**src/rtl/sent_rx_crc_arbiter.sv**
```systemverilog
// Round-robin arbiter sharing one SENT CRC checker between NUM_CH receive channels.
// Grants a job, pulses the checker enable, and acks the result or a timeout error.
module sent_rx_crc_arbiter #(
    parameter int NUM_CH  = 4,
    parameter int TIMEOUT = 64,
    localparam int CH_W   = $clog2(NUM_CH)
) (
    input  logic                 clk_rx,
    input  logic                 reset_rx,
    input  logic [NUM_CH-1:0]    req_i,
    input  logic [3*NUM_CH-1:0]  type_i,
    input  logic [30*NUM_CH-1:0] data_i,
    output logic [NUM_CH-1:0]    ack_o,
    output logic                 crc_ok_o,
    output logic                 err_o,
    output logic                 busy_o,
    output logic [CH_W-1:0]      grant_ch_o,
    output logic [2:0]           enable_crc_check_o,
    output logic [29:0]          data_check_crc_o,
    input  logic                 valid_data_fast_i,
    input  logic                 valid_data_serial_i,
    input  logic                 valid_data_enhanced_i,
    input  logic                 crc_check_done_i
);

    localparam int CNT_W = $clog2(TIMEOUT);

    typedef enum logic [1:0] {
        IDLE,
        ISSUE,
        WAIT,
        RESP
    } state_t;

    state_t           state_q;
    logic [CH_W-1:0]  rr_q;
    logic [NUM_CH-1:0] mask_q;
    logic [2:0]       type_q;
    logic [CNT_W-1:0] cnt_q;

    logic [NUM_CH-1:0] eff_req;
    logic [CH_W-1:0]   pick;
    logic              pick_vld;
    logic [CH_W:0]     sum;
    logic [CH_W-1:0]   idx;
    logic [2:0]        sel_type;
    logic [29:0]       sel_data;
    logic [NUM_CH-1:0] grant_oh;
    logic [CH_W-1:0]   rr_nxt;
    logic              flag_sel;
    logic              timed_out;

    function automatic logic is_onehot(input logic [2:0] t);
        return (t == 3'b001) || (t == 3'b010) || (t == 3'b100);
    endfunction

    // The last-acked channel is masked only while the mask is set,
    // which covers exactly the first IDLE cycle after RESP.
    always_comb begin
        eff_req  = req_i & ~mask_q;
        pick     = '0;
        pick_vld = 1'b0;
        sum      = '0;
        idx      = '0;
        for (int i = 0; i < NUM_CH; i++) begin
            sum = {1'b0, rr_q} + (CH_W+1)'(i);
            if (sum >= (CH_W+1)'(NUM_CH)) begin
                sum = sum - (CH_W+1)'(NUM_CH);
            end
            idx = sum[CH_W-1:0];
            if (!pick_vld && eff_req[idx]) begin
                pick     = idx;
                pick_vld = 1'b1;
            end
        end
    end

    always_comb begin
        sel_type = '0;
        sel_data = '0;
        grant_oh = '0;
        for (int c = 0; c < NUM_CH; c++) begin
            if (pick == CH_W'(c)) begin
                sel_type = type_i[3*c +: 3];
                sel_data = data_i[30*c +: 30];
            end
            grant_oh[c] = (grant_ch_o == CH_W'(c));
        end
    end

    always_comb begin
        rr_nxt = grant_ch_o + 1'b1;
        if (grant_ch_o == CH_W'(NUM_CH-1)) begin
            rr_nxt = '0;
        end
    end

    assign flag_sel = |(type_q & {valid_data_enhanced_i,
                                  valid_data_serial_i,
                                  valid_data_fast_i});

    assign timed_out = (cnt_q == CNT_W'(TIMEOUT-1));
    assign busy_o    = (state_q != IDLE);

    always_ff @(posedge clk_rx) begin
        if (reset_rx) begin
            state_q            <= IDLE;
            rr_q               <= '0;
            mask_q             <= '0;
            type_q             <= '0;
            cnt_q              <= '0;
            ack_o              <= '0;
            crc_ok_o           <= 1'b0;
            err_o              <= 1'b0;
            grant_ch_o         <= '0;
            enable_crc_check_o <= '0;
            data_check_crc_o   <= '0;
        end else begin
            ack_o              <= '0;
            crc_ok_o           <= 1'b0;
            err_o              <= 1'b0;
            enable_crc_check_o <= '0;
            unique case (state_q)
                IDLE: begin
                    mask_q <= '0;
                    if (pick_vld) begin
                        grant_ch_o       <= pick;
                        type_q           <= sel_type;
                        data_check_crc_o <= sel_data;
                        state_q          <= ISSUE;
                        // A malformed type never reaches the checker.
                        if (is_onehot(sel_type)) begin
                            enable_crc_check_o <= sel_type;
                        end
                    end
                end
                ISSUE: begin
                    cnt_q <= '0;
                    if (is_onehot(type_q)) begin
                        state_q <= WAIT;
                    end else begin
                        state_q <= RESP;
                        ack_o   <= grant_oh;
                        err_o   <= 1'b1;
                    end
                end
                WAIT: begin
                    if (crc_check_done_i) begin
                        state_q  <= RESP;
                        ack_o    <= grant_oh;
                        crc_ok_o <= flag_sel;
                    end else if (timed_out) begin
                        state_q <= RESP;
                        ack_o   <= grant_oh;
                        err_o   <= 1'b1;
                    end else begin
                        cnt_q <= cnt_q + 1'b1;
                    end
                end
                RESP: begin
                    rr_q    <= rr_nxt;
                    mask_q  <= grant_oh;
                    state_q <= IDLE;
                end
                default: state_q <= IDLE;
            endcase
        end
    end

endmodule
```
**config.mk**
```make
export PLATFORM = sky130hd
export DESIGN_NAME = sent_rx_crc_arbiter
export DESIGN_NICKNAME = d
export VERILOG_FILES = /design/src/rtl/sent_rx_crc_arbiter.sv
export SDC_FILE = /design/constraint.sdc
export NUM_CORES = 1
export LEC_CHECK = 0
export CORE_ASPECT_RATIO = 1.75
export CORE_MARGIN = 5
export CORE_UTILIZATION = 43
export CTS_BUF_LIST = sky130_fd_sc_hd__clkbuf_8
export CTS_CLUSTER_SIZE = 40
export DETAILED_ROUTE_END_ITERATION = 8
export PLACE_DENSITY = 0.89
export SYNTH_ARGS = -nofsm -noshare
export SYNTH_HDL_FRONTEND = slang
export SYNTH_SLANG_ARGS = --single-unit
```
**constraint.sdc**
```tcl
create_clock -name clk_rx -period 3 [get_ports clk_rx]
set_clock_uncertainty 0.15 [all_clocks]
set_input_delay 0.3 -clock clk_rx [delete_from_list [all_inputs] [get_ports clk_rx]]
set_output_delay 0.3 -clock clk_rx [all_outputs]
set_load 0.05 [all_outputs]
```
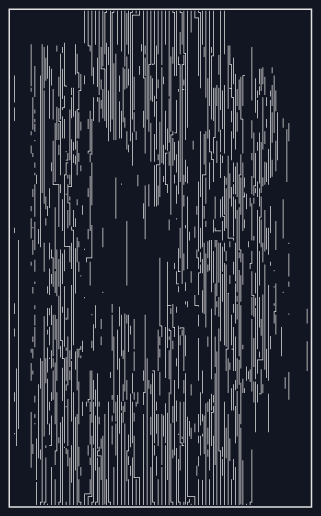
**Above:** run 1 (metal 2).
Drawn at 4 px/um.
nets with wire on the layer: 555
main direction: vertical
share of all routed wire: 57%
wire length on this layer: 6170 um
via count: 3176
global-route met2 utilization: 45.6%
total wire length: 10800 um

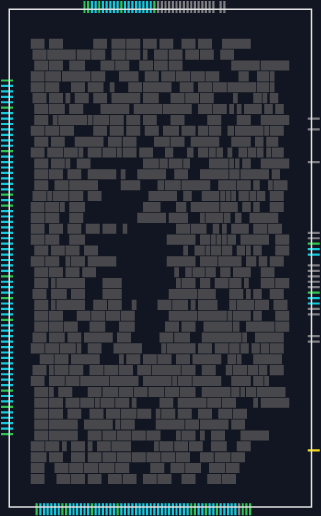
**Above:** run 1 (pin placement).
Drawn at 4 px/um. Pins as bars across the die edge, other pins in grey.
[green] data_check_crc_o | pins: 30 | direction: output | edge: 12 bottom, 11 left, 5 top, 2 right
[cyan] data_i | pins: 120 | direction: input | edge: 55 left, 46 bottom, 15 top, 4 right
[yellow] clk_rx | pins: 1 | direction: input | edge: right
all pins by edge: 66 left, 59 bottom, 38 top, 21 right
Die Height: 124 um
chip width: 75.2 um
Port Buf Inserts: 183

==> GITHUB_STEP_SUMMARY, run 1 <==
### Metrics collected by this job

| Metric | Value |
|---|---|
| Post CTS Setup Buffer Count | `0` |
| Via density | `5.34` |
| Ant. Diodes | `0` |
| Max stage delay on crit path | `0.84 ns` |
| OpenROAD warnings | `33` |
| Initial antenna violation count | `0` |
| Worst path most repeated cell | `inv_1` |
| CTS tree | `done` |
| Core Area | `0.00723 mm^2` |
| Minimum clock period | `2.48 ns` |
| Critical Path End Type | `output port` |
| RSZ-0062 raised after global routing | `no` |
| Critical path class | `reg -> out` |
| Vias in the first global route | `3480` |
| Post-route DRC | `0` |
| Class of the worst hold path | `reg -> reg` |
| Measured slew at the worst slew-check pin | `0.553 ns` |
| Fraction of layout cells with a size suffix above 1 | `10.8%` |
| Synth top area share | `36.3%` |
| Most instantiated logic cells after routing | `clkdlybuf4s50_1, dfxtp_1, nor2_1, mux2i_1, mux2_2` |
| PwrDens | `699 mW/mm^2` |
| Worst hold path cell count | `1` |
| Post-Place Setup Slack | `0.310 ns` |
| Required @ worst endpoint | `2.55 ns` |
| Die ar. | `0.00932 mm^2` |
| Post-synth EDFFs | `0` |
| Biggest area cells | `dfxtp_1, mux2i_1, mux2_2, a221o_1, nor2_1` |
| Startpoint types | `flip-flop` |
| Run status | `finished clean` |
| R2R depth | `6` |
| Drt pass-1 iters | `4` |
| Area Overhead vs Synth | `65.6%` |
| Hold_buf cts | `0` |
| Late-Pin Clk Latency | `0.33 ns` |
| Crit path cell chain | `inv_1, ha_1, inv_1, clkdlybuf4s50_1` |
| Leakage | `2.16 nW` |
| Unique masters post-synth | `36` |
| Fin crit share | `82.6%` |
| H-Tree Depth | `3` |
| Post-Syn Area | `0.00320 mm^2` |
| Remaining antenna violation count | `0` |
| CTS Buffer Depth | `2` |
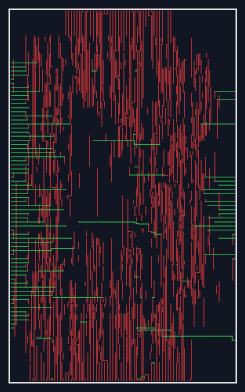
**Above:** run 1 (signal wires by layer).
Drawn at 3 px/um. Only two layers are drawn.
[red] metal 2 | wire length: 6170 um
[green] metal 3 | wire length: 804 um
gr usage total: 24.0%
Wirelength per Cell: 18.1 um

-- run 1: sequential cells by signal (all words and copies together), names as in the netlist --
register,cells
ack_o,4
crc_ok_o,1
data_check_crc_o,30
type_q,3
err_o,1
state_q,2
rr_q,2
cnt_q,6
enable_crc_check_o,3
mask_q,4
grant_ch_o,2
-- run 1: layer usage --
layer / vias to the layer above / share of wire [%] / track usage (%)
met5: - / 0 / 0
met4: 0 / 2.7 / 11.3
met3: 21 / 7.5 / 7.03
met2: 118 / 57 / 45.6
met1: 1481 / 33 / 22.6
li1: 1556 / - / -
-- run 1: where the power goes --
part	internal, mW	switching, mW
logic	0.846	1.19
registers	0.958	0.129
clock network	0.301	0.280
total	2.10	1.60
-- run 1: cell type report --
cell class	instances	area [um^2]
clock inverters	4	15.0
multi-input cells	241	1940
well taps	86	108
inverters	6	22.5
clock buffers	10	138
fillers	527	1940
repair buffers	190	1910
flip-flops and latches	58	1160
-- run 1: synth_stat cells, drive strengths merged, types with 2 or more instances --
master and number:
ha 10, dfxtp 58, a31oi 2, xor2 5
nor4 3, a21oi 5, a221o 30, nand2b 6
nor2 50, and2 4, and3 3, inv 6
clkbuf 9, buf 9, mux2i 44, nand2 5
nand3b 5, nand4 2, a22oi 5, a21o 2
nor2b 7, nor3 2, mux2 33, o21ai 11
-- run 1: metrics by stage --
step           hold slack, ns  cell area (um^2)  power, mW  util (%)
6_report                0.339              5290       3.70      73.2
5_1_grt                 0.353              5290       3.91      73.2
4_1_cts                 0.341              5290       3.73      73.2
3_5_place_dp            0.321              5140       3.13      71.1
3_3_place_gp            0.318              5140       3.08      71.1
2_1_floorplan           0.268              3200       2.39         -
-- run 1: worst paths after layout --
| check | slack, ns | end | startpoint |
|---|---|---|---|
| setup / recovery | 0.52 | busy_o | state_q[0] |
| hold / removal | 0.34 | data_check_crc_o[15] | data_check_crc_o[15] |
| setup reg to reg | 0.72 | data_check_crc_o[9] | mask_q[0] |
| hold reg to reg | 0.34 | data_check_crc_o[15] | data_check_crc_o[15] |
-- run 1: logic make-up after synthesis --
family	synth area share (%)
xor+xnor	1.37
simple gates	13.5
flops	36.3
fa+ha+maj	3.92
compound gates	15.9
buf+inv	3.60
mux	25.4
-- run 1: worst max-delay path: cells and delay by family, from the launching register on --
kind	cells	cell delay [ns]
adders and majority gates	1	0.23
buffers and inverters	3	1.10
DFF	1	0.37
**Run 1: I/O nets highlighted**

Drawn at 3 px/um.
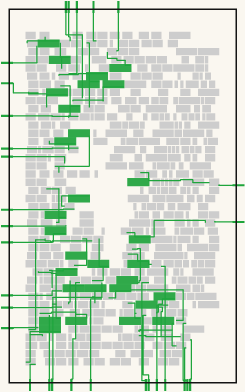

==> inputs of run 2 (changes only) <==
--- a/config.mk
+++ b/config.mk
@@ -7,11 +7,11 @@
 export LEC_CHECK = 0
 export CORE_ASPECT_RATIO = 1.75
 export CORE_MARGIN = 5
-export CORE_UTILIZATION = 43
+export CORE_UTILIZATION = 36
 export CTS_BUF_LIST = sky130_fd_sc_hd__clkbuf_8
 export CTS_CLUSTER_SIZE = 40
 export DETAILED_ROUTE_END_ITERATION = 8
-export PLACE_DENSITY = 0.89
+export PLACE_DENSITY = 0.8
 export SYNTH_ARGS = -nofsm -noshare
 export SYNTH_HDL_FRONTEND = slang
 export SYNTH_SLANG_ARGS = --single-unit
==> constraint.sdc (replaced) <==
create_clock -name clk_rx -period 2.1 [get_ports clk_rx]
set_clock_uncertainty 0.15 [all_clocks]
set_input_delay 0.21 -clock clk_rx [delete_from_list [all_inputs] [get_ports clk_rx]]
set_output_delay 0.21 -clock clk_rx [all_outputs]
set_load 0.05 [all_outputs]
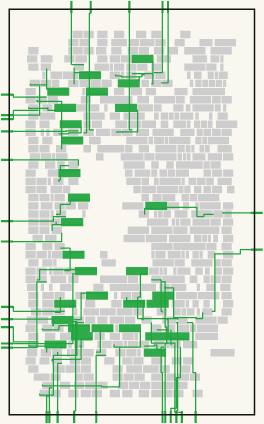
**Above:** run 2 (I/O nets highlighted).
Drawn at 3 px/um.
[green] data_check_crc_o | bits: 30 | direction: output | end cells: 30 | buffers: 30 | wire: 1320 um

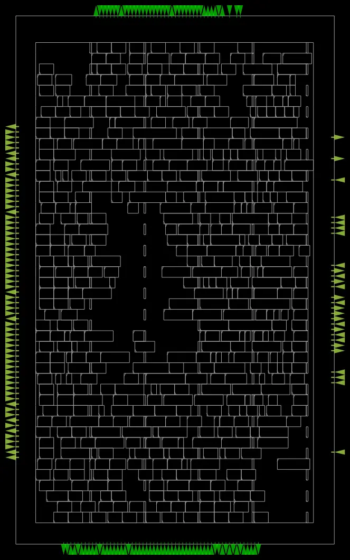
**Above:** run 2 (cell placement).
Non-Filler Instances: 661
tapcell count: 117
Core Area: 0.00867 mm^2

==> GITHUB_STEP_SUMMARY, run 2 <==
### Metrics collected by this job

| Metric | Value |
|---|---|
| Remaining antenna violation count | `0 (unchanged)` |
| Failing checks | `setup timing` |
| Synth top area share | `36.3% (unchanged)` |
| Required @ worst endpoint | `2.20 ns (was 2.55 ns)` |
| Synth top cells by count | `dfxtp_1, nor2_1, mux2i_1 (unchanged)` |
| Reg-to-Reg Start | `mask_q[0] (unchanged)` |
| Gr busiest metal | `met2 (unchanged)` |
| Hold path start | `crc_check_done_i (was data_check_crc_o[15])` |
| PnR worst setup slack | `-0.0653 ns (was 0.523 ns)` |
| Largest regs | `data_check_crc_o x30, cnt_q x6 (unchanged)` |
| Critical Path End Type | `flip-flop (was output port)` |
| Run status | `finished with violations (was finished clean)` |
| Global-route met3 utilization | `5.67% (was 7.03%)` |
| Hold_buf cts | `0 (unchanged)` |
| PwrDens | `1040 mW/mm^2 (was 699 mW/mm^2)` |
| Biggest area cells | `dfxtp_1, mux2i_1, mux2_2, a221o_1, nor2_1 (unchanged)` |
| Die ar. | `0.0109 mm^2 (was 0.00932 mm^2)` |
| Startpoint types | `input pin (was flip-flop)` |
| Total wire length | `12000 um (was 10800 um)` |
| Fraction of layout cells with a size suffix above 1 | `20.8% (was 10.8%)` |
| Via density | `5.18 (was 5.34)` |
| Vias in the first global route | `3547 (was 3480)` |
| Worst setup path startpoint | `req_i[2] (was state_q[0])` |
| H-Tree Depth | `3 (unchanged)` |
| Post-Syn Area | `0.00320 mm^2 (unchanged)` |
| Biggest register | `data_check_crc_o (unchanged)` |
| # setup viols final | `23 (was 0)` |
| Unique masters post-synth | `36 (unchanged)` |
| Fin crit share | `103%` |
| Post-synth EDFFs | `0 (unchanged)` |
| Leakage | `2.47 nW (was 2.16 nW)` |
| CTS Buffer Depth | `2 (unchanged)` |
| Port Buf Inserts | `183 (unchanged)` |
| Fraction of met1 tracks used by global routing | `18.7% (was 22.6%)` |
| OpenROAD warnings | `35 (was 33)` |
| Critical path class | `in -> reg (was reg -> out)` |
| Chip width | `81.2 um (was 75.2 um)` |
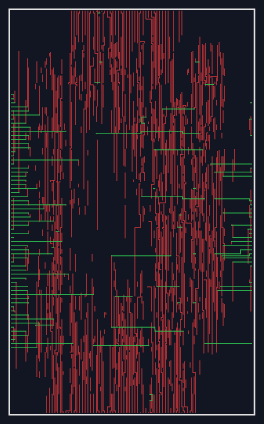
**Above:** run 2 (signal wires by layer).
Drawn at 3 px/um. Only two layers are drawn.
[red] metal 2 | wire length: 6970 um
[green] metal 3 | wire length: 775 um
gr usage total: 20.6%
via count: 3427

run 2: logic make-up (layout without fill, tap and decap cells):
kind of cell	after synthesis	after routing	share of synthesized area, %
buf+inv	24	245	3.60
mux	77	77	25.4
compound gates	60	60	15.9
simple gates	89	89	13.5
flops	58	58	36.3
xor+xnor	5	5	1.37
fa+ha+maj	10	10	3.92
run 2: final cells by class:
class	count	area (um^2)
Clock buffer	9	124
Clock inverter	7	118
Fill cell	669	2690
Inverter	6	26.3
Multi-Input combinational cell	241	2080
Sequential cell	58	1160
Tap cell	117	146
Timing Repair Buffer	223	2330
run 2: worst max-delay path, cell delays in order:
cell and delay [ns]:
clkdlybuf4s50_1 0.48, nor2b_2 0.22, mux2i_4 0.11, o2bb2ai_4 0.27, buf_12 0.16, buf_16 0.16, buf_6 0.11, mux2i_1 0.20
nor2_1 0.07, a221o_1 0.25
run 2: routing by layer:
metal / wire [um] / vias to the layer above
li1: - / 1627
met1: 4000 / 1650
met2: 6970 / 132
met3: 774 / 18
met4: 240 / 0
met5: 0 / -
run 2: final timing paths:
| check | to | cells past startpoint | slack, ns |
|---|---|---|---|
| min reg2reg | data_check_crc_o[15] | 1 | 0.34 |
| min | crc_ok_o | 3 | 0.33 |
| max reg2reg | data_check_crc_o[23] | 10 | -0.06 |
| max | data_check_crc_o[23] | 10 | -0.07 |
run 2: per-stage QoR:
stage / TNS, ns / hold slack [ns] / utilization (%) / total power [mW] / cell area, um^2
after floorplan: 0 / 0.178 / - / 3.48 / 3220
after global placement: -10.22 / 0.318 / 61.9 / 4.62 / 5370
after detailed placement: -12.37 / 0.323 / 61.9 / 4.69 / 5370
after CTS: -0.000989 / 0.305 / 65.4 / 6.03 / 5670
after global routing: -3.23 / 0.338 / 69.0 / 6.52 / 5980
final: -0.538 / 0.335 / 69.0 / 6.24 / 5980
run 2: power by group:
| group | switching, mW | internal (mW) | total, mW |
|---|---|---|---|
| clock | 0.478 | 0.785 | 1.26 |
| combinational | 1.85 | 1.57 | 3.42 |
| sequential | 0.187 | 1.37 | 1.56 |
| total | 2.51 | 3.72 | 6.24 |
run 2: what timing repair did:
action,4_1_cts,5_1_grt
pin swaps,1,4
resized,6,33
endpoints found under the setup margin,33,38
gates cloned,1,3
setup buffers,1,13
**Run 2: metal 2**

Drawn at 4 px/um.
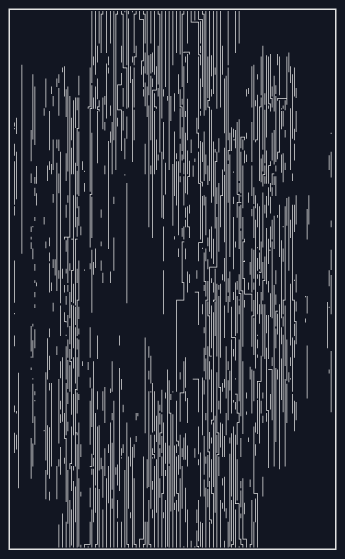

==> inputs of run 3 (changes only) <==
--- a/config.mk
+++ b/config.mk
@@ -12,6 +12,7 @@
 export CTS_CLUSTER_SIZE = 40
 export DETAILED_ROUTE_END_ITERATION = 8
 export PLACE_DENSITY = 0.8
+export SKIP_LAST_GASP = 1
 export SYNTH_ARGS = -nofsm -noshare
 export SYNTH_HDL_FRONTEND = slang
 export SYNTH_SLANG_ARGS = --single-unit
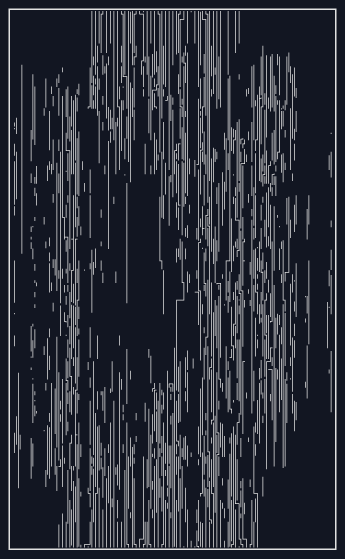
**Above:** run 3 (metal 2).
Drawn at 4 px/um.
longest straight run: 49.6 um
share of all routed wire: 58%
nets with wire on the layer: 620
main direction: vertical

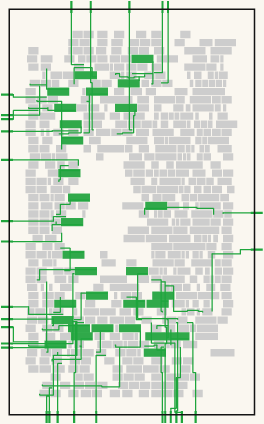
**Above:** run 3 (I/O nets highlighted).
Drawn at 3 px/um.
[green] data_check_crc_o | bits: 30 | direction: output | end cells: 30 | buffers: 30 | wire: 1320 um

==> GITHUB_STEP_SUMMARY, run 3 <==
### Metrics collected by this job

| Metric | Value |
|---|---|
| Minimum clock period | `2.17 ns (about the same)` |
| Port Buf Inserts | `183 (unchanged)` |
| Reg-to-Reg Start | `mask_q[0] (unchanged)` |
| RSZ-0062 raised after global routing | `yes (unchanged)` |
| Via count | `3393 (was 3427)` |
| Wirelength per Cell | `17.9 um (was 18.1 um)` |
| Ant. Diodes | `0 (unchanged)` |
| Critical Path End Type | `flip-flop (unchanged)` |
| Critical Path End | `data_check_crc_o[0] (was data_check_crc_o[23])` |
| Remaining antenna violation count | `0 (unchanged)` |
| Fraction of layout cells with a size suffix above 1 | `20.0% (was 20.8%)` |
| Leakage | `2.42 nW (was 2.47 nW)` |
| Area Overhead vs Synth | `85.0% (was 87.2%)` |
| Post-Syn Area | `0.00320 mm^2 (unchanged)` |
| Initial antenna violation count | `0 (unchanged)` |
| Finished Cell Area | `0.00591 mm^2 (was 0.00598 mm^2)` |
| Total wire length | `11900 um (was 12000 um)` |
| Via density | `5.13 (was 5.18)` |
| Fin crit share | `103% (about the same)` |
| Synth top cells by count | `dfxtp_1, nor2_1, mux2i_1 (unchanged)` |
| Late-Pin Clk Latency | `0.35 ns (about the same)` |
| Cell with the most instances after synthesis | `dfxtp_1 (unchanged)` |
| Biggest register | `data_check_crc_o (unchanged)` |
| CTS Buffer Depth | `2 (unchanged)` |
| Worst setup path startpoint | `req_i[2] (unchanged)` |
| Run status | `finished with violations (unchanged)` |
| Chip width | `81.2 um (unchanged)` |
| Largest regs | `data_check_crc_o x30, cnt_q x6 (unchanged)` |
| Reg2reg setup slack | `-0.06 ns (about the same)` |
| Post-route DRC | `0 (unchanged)` |
| Most instantiated logic cells after routing | `clkdlybuf4s50_1, dfxtp_1, nor2_1, mux2i_1, a221o_1 (unchanged)` |
| PwrDens | `1050 mW/mm^2 (was 1040 mW/mm^2)` |
| Class of the worst hold path | `in -> reg (unchanged)` |
| # setup viols final | `23 (unchanged)` |
| PnR worst setup slack | `-0.0698 ns (was -0.0653 ns)` |
| Failing checks | `setup timing (unchanged)` |
| Post-route setup TNS | `-0.643 ns (was -0.538 ns)` |
| R2R depth | `8 (was 10)` |
| Hold_buf cts | `0 (unchanged)` |
| Placed cell area | `0.00537 mm^2 (unchanged)` |
| OpenROAD warnings | `35 (unchanged)` |
| CTS tree | `done (unchanged)` |
| Synth top area share | `36.3% (unchanged)` |
| Gr usage total | `20.5% (was 20.6%)` |
| Core Area | `0.00867 mm^2 (unchanged)` |
| Unique masters post-synth | `36 (unchanged)` |
| Critical path class | `in -> reg (unchanged)` |
| Biggest area cells | `dfxtp_1, mux2i_1, mux2_2, a221o_1, nor2_1 (unchanged)` |
| Required @ worst endpoint | `2.19 ns (was 2.20 ns)` |
| Post-Place Setup Slack | `-0.403 ns (unchanged)` |
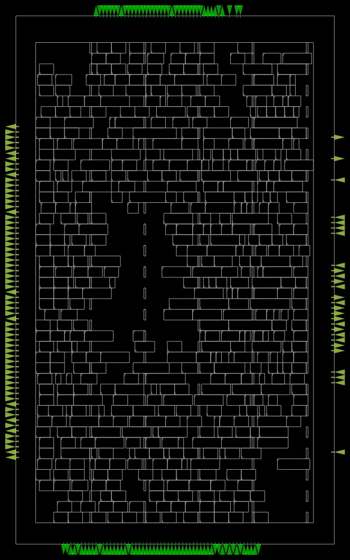
**Above:** run 3 (cell placement).
fill cell count: 687
final core occ: 68.2%

run 3: through the flow:
stage               std cells  utilization [%]
floorplan                 323                -
global placement          627             61.9
detailed placement        627             61.9
CTS                       645             65.3
global route              661             68.2
finish                    661             68.2
run 3: where the power goes:
group / switching [mW] / internal (mW)
combinational: 1.83 / 1.54
clock: 0.481 / 0.785
sequential: 0.186 / 1.37
run 3: timing repair:
item / CTS / global route
resized: 4 / 18
pin swaps: 1 / 4
gates cloned: 1 / 3
endpoints found under the setup margin: 33 / 38
buffers inserted: 1 / 13
run 3: critical path, cell delays in order:
cell,delay (ns)
clkdlybuf4s50_1,0.48
nor2b_2,0.22
mux2i_4,0.12
o2bb2ai_4,0.27
buf_12,0.16
buf_16,0.16
mux2_2,0.34
a221o_1,0.29
run 3: how the worst min path moves through the flow:
stage	cells after the start	startpoint	to	slack, ns
6_report	3	crc_check_done_i	crc_ok_o	0.33
5_1_grt	3	crc_check_done_i	crc_ok_o	0.33
4_1_cts	3	crc_check_done_i	crc_ok_o	0.30
3_5_place_dp	1	data_check_crc_o[6]	data_check_crc_o[6]	0.32
3_3_place_gp	1	data_check_crc_o[9]	data_check_crc_o[9]	0.32
2_1_floorplan	2	crc_check_done_i	crc_ok_o	0.18
run 3: area by class of cell:
| type | count | area, um^2 |
|---|---|---|
| Fill cell | 687 | 2760 |
| Timing Repair Buffer | 223 | 2320 |
| Multi-Input combinational cell | 241 | 2010 |
| Sequential cell | 58 | 1160 |
| Tap cell | 117 | 146 |
| Clock buffer | 9 | 124 |
| Clock inverter | 7 | 118 |
| Inverter | 6 | 26.3 |
run 3: cells by family (layout without fill, tap and decap cells):
family | count (synthesis) | count (layout) | synth area share, %
AND/OR/NAND/NOR | 89 | 89 | 13.5
multiplexers | 77 | 77 | 25.4
AND-OR/OR-AND | 60 | 60 | 15.9
flip-flops | 58 | 58 | 36.3
buffers and inverters | 24 | 245 | 3.60
adder cells (fa/ha/maj) | 10 | 10 | 3.92
XOR/XNOR | 5 | 5 | 1.37
run 3: layer usage:
layer	GRT usage (%)	vias to the layer above	share of wire (%)	wire length, um
li1	-	1631	-	-
met1	18.6	1629	34	4030
met2	39.8	117	58	6840
met3	6.48	16	6.4	754
met4	8.83	0	1.9	231
met5	0	-	0	0
Power and IR drop assume default switching activity.
